Met1 routing:
Cells faint in the background.
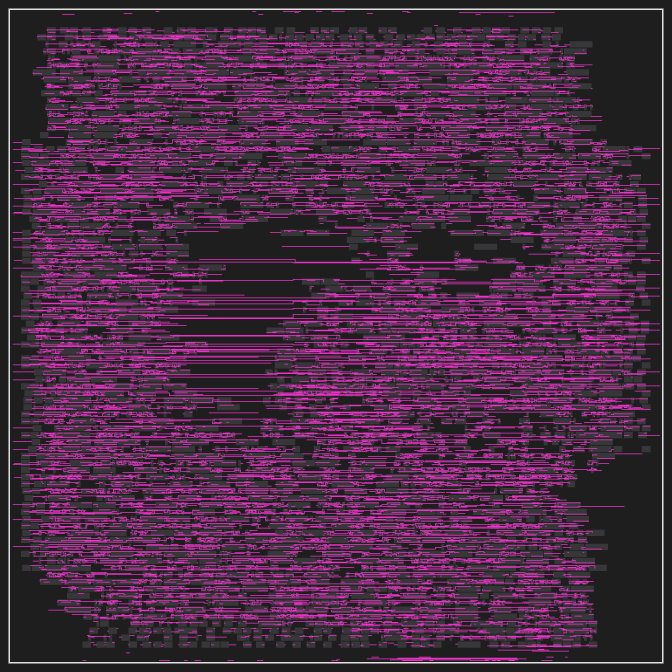
M2 wires:
The bar under the picture is 100 um long.
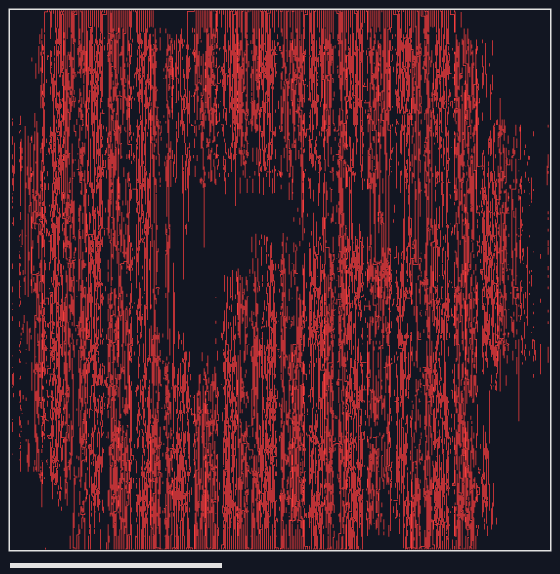
===== src/rtl/sha256_pkg.sv =====
// Shared SHA-256 message-schedule definitions: word width, index bounds,
// expander state encoding and the small-sigma functions.
package sha256_pkg;

  localparam int WORD_W    = 32;
  localparam int WIN_WORDS = 16;
  localparam int W_FIRST   = 16;
  localparam int W_MAX     = 63;

  typedef enum logic [1:0] {
    IDLE   = 2'd0,
    EXPAND = 2'd1,
    DRAIN  = 2'd2
  } state_e;

  function automatic logic [WORD_W-1:0] sigma0_256(input logic [WORD_W-1:0] x);
    return {x[6:0], x[31:7]} ^ {x[17:0], x[31:18]} ^ {3'b000, x[31:3]};
  endfunction

  function automatic logic [WORD_W-1:0] sigma1_256(input logic [WORD_W-1:0] x);
    return {x[16:0], x[31:17]} ^ {x[18:0], x[31:19]} ^ {10'b0000000000, x[31:10]};
  endfunction

endpackage


===== src/rtl/sha256_w_step.sv =====
// One message-schedule step: W[t] from W[t-2], W[t-7], W[t-15], W[t-16].
module sha256_w_step
  import sha256_pkg::*;
(
  input  logic [WORD_W-1:0] w_m2,
  input  logic [WORD_W-1:0] w_m7,
  input  logic [WORD_W-1:0] w_m15,
  input  logic [WORD_W-1:0] w_m16,
  output logic [WORD_W-1:0] w_new
);

  assign w_new = sigma1_256(w_m2) + w_m7 + sigma0_256(w_m15) + w_m16;

endmodule


===== src/rtl/sha256_w_expander_stream.sv =====
// Streams W16..W_LAST of one padded block, WORDS_PER_CYCLE words per beat,
// from a 16-word sliding window over a valid/ready output.
module sha256_w_expander_stream
  import sha256_pkg::*;
#(
  parameter int WORDS_PER_CYCLE = 1,
  parameter int W_LAST          = 63,
  parameter int IDX_W           = 6
) (
  input  logic                              CLK,
  input  logic                              RST,
  input  logic                              flush,
  input  logic                              in_valid,
  output logic                              in_ready,
  input  logic [511:0]                      block_in,
  output logic                              out_valid,
  input  logic                              out_ready,
  output logic [WORD_W*WORDS_PER_CYCLE-1:0] w_out,
  output logic [IDX_W-1:0]                  w_idx,
  output logic                              out_last,
  output logic                              busy
);

  localparam int N    = WORDS_PER_CYCLE;
  localparam int IDX1 = IDX_W + 1;

  if (!(N == 1 || N == 2 || N == 4)) begin : g_bad_words_per_cycle
    $error("WORDS_PER_CYCLE must be 1, 2 or 4");
  end
  if (W_LAST < W_FIRST || W_LAST > W_MAX) begin : g_bad_w_last
    $error("W_LAST must lie in 16..63");
  end
  if (((W_LAST - 15) % N) != 0) begin : g_bad_w_last_align
    $error("W_LAST-15 must be a multiple of WORDS_PER_CYCLE");
  end

  state_e                    state_q, state_d;
  logic [WORD_W-1:0]         win_q [WIN_WORDS];
  logic [WORD_W-1:0]         win_d [WIN_WORDS];
  logic [WORD_W-1:0]         ext_s [WIN_WORDS+N];
  logic [WORD_W*N-1:0]       beat_s;
  logic [IDX_W-1:0]          next_idx_q, next_idx_d;
  logic [IDX_W-1:0]          w_idx_q, w_idx_d;
  logic [WORD_W*N-1:0]       w_out_q, w_out_d;
  logic                      out_valid_q, out_valid_d;
  logic                      out_last_q, out_last_d;
  logic                      adv_s;
  logic                      last_s;
  logic [IDX1-1:0]           top_idx_s;

  // ext_s[0..15] is the window W[next-16..next-1]; later entries chain new words.
  for (genvar i = 0; i < WIN_WORDS; i++) begin : g_win
    assign ext_s[i] = win_q[i];
  end

  for (genvar k = 0; k < N; k++) begin : g_step
    sha256_w_step u_step (
      .w_m2  (ext_s[14+k]),
      .w_m7  (ext_s[9+k]),
      .w_m15 (ext_s[1+k]),
      .w_m16 (ext_s[k]),
      .w_new (ext_s[WIN_WORDS+k])
    );
    assign beat_s[WORD_W*k +: WORD_W] = ext_s[WIN_WORDS+k];
  end

  assign adv_s     = !out_valid_q || out_ready;
  assign top_idx_s = {1'b0, next_idx_q} + IDX1'(N - 1);
  assign last_s    = (top_idx_s == IDX1'(W_LAST));

  // Next-state and datapath selection; flush overrides every transition.
  always_comb begin
    state_d     = state_q;
    win_d       = win_q;
    next_idx_d  = next_idx_q;
    w_idx_d     = w_idx_q;
    w_out_d     = w_out_q;
    out_valid_d = out_valid_q;
    out_last_d  = out_last_q;
    if (flush) begin
      state_d     = IDLE;
      out_valid_d = 1'b0;
      out_last_d  = 1'b0;
    end else begin
      case (state_q)
        IDLE: begin
          if (in_valid) begin
            for (int i = 0; i < WIN_WORDS; i++) begin
              win_d[i] = block_in[WORD_W*(WIN_WORDS-1-i) +: WORD_W];
            end
            next_idx_d = IDX_W'(W_FIRST);
            state_d    = EXPAND;
          end else begin
            state_d = IDLE;
          end
        end
        EXPAND: begin
          if (adv_s) begin
            w_out_d     = beat_s;
            w_idx_d     = next_idx_q;
            out_valid_d = 1'b1;
            out_last_d  = last_s;
            next_idx_d  = next_idx_q + IDX_W'(N);
            for (int i = 0; i < WIN_WORDS; i++) begin
              win_d[i] = ext_s[i+N];
            end
            state_d = last_s ? DRAIN : EXPAND;
          end else begin
            state_d = EXPAND;
          end
        end
        DRAIN: begin
          if (out_ready) begin
            out_valid_d = 1'b0;
            out_last_d  = 1'b0;
            state_d     = IDLE;
          end else begin
            state_d = DRAIN;
          end
        end
        default: begin
          state_d     = IDLE;
          out_valid_d = 1'b0;
          out_last_d  = 1'b0;
        end
      endcase
    end
  end

  // State, window and output registers.
  always_ff @(posedge CLK or posedge RST) begin
    if (RST) begin
      state_q     <= IDLE;
      next_idx_q  <= '0;
      w_idx_q     <= '0;
      w_out_q     <= '0;
      out_valid_q <= 1'b0;
      out_last_q  <= 1'b0;
      for (int i = 0; i < WIN_WORDS; i++) begin
        win_q[i] <= '0;
      end
    end else begin
      state_q     <= state_d;
      next_idx_q  <= next_idx_d;
      w_idx_q     <= w_idx_d;
      w_out_q     <= w_out_d;
      out_valid_q <= out_valid_d;
      out_last_q  <= out_last_d;
      for (int i = 0; i < WIN_WORDS; i++) begin
        win_q[i] <= win_d[i];
      end
    end
  end

  assign in_ready  = (state_q == IDLE);
  assign busy      = (state_q != IDLE);
  assign out_valid = out_valid_q;
  assign w_out     = w_out_q;
  assign w_idx     = w_idx_q;
  assign out_last  = out_last_q;

endmodule


===== config.mk =====
export PLATFORM = sky130hd
export DESIGN_NAME = sha256_w_expander_stream
export DESIGN_NICKNAME = d
export VERILOG_FILES = /design/src/rtl/sha256_pkg.sv /design/src/rtl/sha256_w_step.sv /design/src/rtl/sha256_w_expander_stream.sv
export SDC_FILE = /design/constraint.sdc
export NUM_CORES = 2
export LEC_CHECK = 0
export CAP_MARGIN = 20
export CORE_MARGIN = 4
export CORE_UTILIZATION = 48
export CTS_CLUSTER_DIAMETER = 50
export CTS_CLUSTER_SIZE = 24
export DETAILED_ROUTE_END_ITERATION = 12
export PLACE_DENSITY = 0.79
export SLEW_MARGIN = 5
export SYNTH_ARGS = -nofsm -noshare
export SYNTH_HDL_FRONTEND = slang
export SYNTH_SLANG_ARGS = --single-unit

===== constraint.sdc =====
create_clock -name CLK -period 17.5 [get_ports CLK]
set_input_delay 2.625 -clock CLK [delete_from_list [all_inputs] [get_ports CLK]]
set_output_delay 2.625 -clock CLK [all_outputs]
set_load 0.02 [all_outputs]

==> GITHUB_STEP_SUMMARY <==
### Flow metrics

| Metric | Value |
|---|---|
| Cell Type Count | `approximately 53` |
| Mapped cell area | `between 20,000 and 30,000 um^2` |
| Hold WS | `0.482 ns` |
| Mapped Avg Cell Area | `just over 8 um^2` |
| Final ANT Viol Nets | `0` |
| Post-route setup slack | `11.52 ns` |
| Detailed Route Iter0 Violations | `3,003` |
| FF-to-FF setup slack | `12.22 ns` |
| Most frequent logic cell in the layout | `nand2_1` |
| Register bit count reported by yosys | `560` |
| Comb area leader | `simple AND/OR/NAND/NOR gates` |
| Clock skew | `0.0233 ns` |
| Final Hold Viols | `0` |
| Clk slew on worst S/H paths | `0.08 ns` |
| Worst slack, placed | `~11 ns` |
| Register share of total power | `25.7%` |
| Max VDD drop | `0.225 mV` |
| PD cells | `197 nW/um^2` |
| Post-CTS setup buffer count | `0` |
| Compound Share, Synth | `13.6%` |
| RSZ-0062 raised after global routing | `false` |
| Worst setup EP type | `flip-flop` |
| H-tree Lvls | `2` |
| Reg area | `~14,000 um^2` |
| Top Ports | `559` |
| Critical path type | `primary input to flip-flop` |
| Drt wl/cell | `22.0 um` |
| Layout Cells excl Fill | `4,709` |
| Final setup viols | `0` |
| Count of tool warnings | `roughly 50` |
| Post-synth top area cell | `dfrtp_1` |
| Xor+xnor area frac | `4.52%` |
| Setup TNS | `0 ns` |
| Buffers on Ports | `558` |
| # Max-Cap Violations | `0` |
| Post-DP Area | `34,700 um^2` |
| Post-CTS sizing | `0` |
| Net Sw Frac | `47.8%` |
| Power Total | `0.00723 W` |
| Final core occ | `61.7%` |
| Pin count of the biggest net entering global routing | `213` |
| R2r worst-path depth | `8` |
| Worst path most repeated cell | `buf_4` |
| Number of enable flip-flop cells | `0` |
| Main flop type | `dfrtp_1` |
| LEAKAGE | `15.9 nW` |
| Largest stage delay on the critical path | `0.84 ns` |
| CORE AREA | `59,500 um^2` |
| Worst min path class | `flip-flop to flip-flop` |
| Top cell type's share of synthesized area | `roughly half` |
| Status | `completed` |
| Inserted Clock Buffers | `between 50 and 60` |
| Clock root cell | `clkbuf_16` |
| Synth-to-Final Area Change | `26.2%` |
| R2R Path Start | `state_q[0]` |
| Top-count cell post-synth | `nand2_1` |
| Max Fclk | `167 MHz` |
| DRC | `0` |
| Hold path start | `w_out[10]` |
| Detail Placement HPWL | `around 78,000 um` |
| Int Pwr | `0.00377 W` |
| Max FO, Critical Path | `104` |
| Critical Path Source Type | `primary input` |
| Hold endpoint | `w_out[10]` |
| Psw | `0.00346 W` |
| DIE AREA | `about 65,000 um^2` |
| Dpl cells | `4,591` |
| Yosys simple share | `between 20 and 25%` |
| First-pass GRT wire length | `about 150,000 um` |
| Register area share after synthesis | `48.2%` |
| Multiplexer share | `0.189%` |
| YS warnings | `0` |
| Worst path cell trace | `clkdlybuf4s50_1 > a2111oi_4 > buf_4 > buf_4 > buf_4 > nor2_1 > a31oi_1` |
| CTS tree | `yes` |
| Clock share of power | `around 18%` |
| Row cnt | `89` |
| Mapped Cells | `around 3,500` |
| Latency at later pin | `0.63 ns` |
Notes on 'met1 routing' above:
nets with wire on the layer: 4,095
wire length on this layer: 41.1 mm
share of all routed wire: 40%

Notes on 'M2 wires' above:
nets with wire on the layer: 3,660
longest straight run: 81.1 um

==> final cells by class <==
type                            instances  area share (%)
Inverter                              127            1.31
Clock buffer                           60            3.97
Sequential cell                       560            38.2
Tap cell                              773            2.64
Clock inverter                         44            1.28
Antenna cell                           13          0.0886
Multi-Input combinational cell       2544            36.6
Timing Repair Buffer                  588            15.9
==> worst min-delay path: cells and delay by family, from the launching register on <==
family,cells,cell delay (ns)
DFF,1,0.35
and+or+nand+nor,2,0.11
==> how the worst max path moves through the flow <==
stage	start	to	slack (ns)	depth (start not counted)
global route	flush	ext_s[422]	11.24	7
finish	flush	ext_s[429]	11.52	7
global placement	flush	ext_s[414]	11.08	6
floorplan	RST	ext_s[100]	7.25	1
CTS	flush	ext_s[429]	11.64	7
detailed placement	flush	ext_s[403]	11.03	6
==> registers in the layout, indices dropped and copies added, names as in the netlist <==
name / count
out_valid: 1
w_out: 32
next_idx_q: 6
ext_s: 512
state_q: 2
out_last: 1
w_idx: 6
==> cells by family after synthesis <==
kind of cell / after synthesis
AOI/OAI and AO/OA: 624
xor gates and xnor gates: 150
adders and majority gates: 94
buffers and inverters: 423
DFF: 560
muxes: 5
and+or+nand+nor: 1671
==> power groups by stage <==
stage | logic [W] | clock network, W | registers [W]
floorplan | 0.00270 | 0 | 0.00177
global placement | 0.00401 | 0 | 0.00186
detailed placement | 0.00402 | 0 | 0.00187
CTS | 0.00404 | 0.00128 | 0.00185
global route | 0.00445 | 0.00134 | 0.00188
finish | 0.00411 | 0.00127 | 0.00186
==> layer usage <==
layer  routed length (um)  part of all wire [%]  global-route usage [%]  up-vias
met1                41100                    40                    43.4    12600
li1                     -                     -                       -    12300
met4                 4490                   4.3                    12.7        6
met3                 9740                   9.4                    6.19      226
met5                   47                 0.045                       0        -
met2                48400                    47                    48.9     1282
Power is estimated from default activity; no workload was simulated.
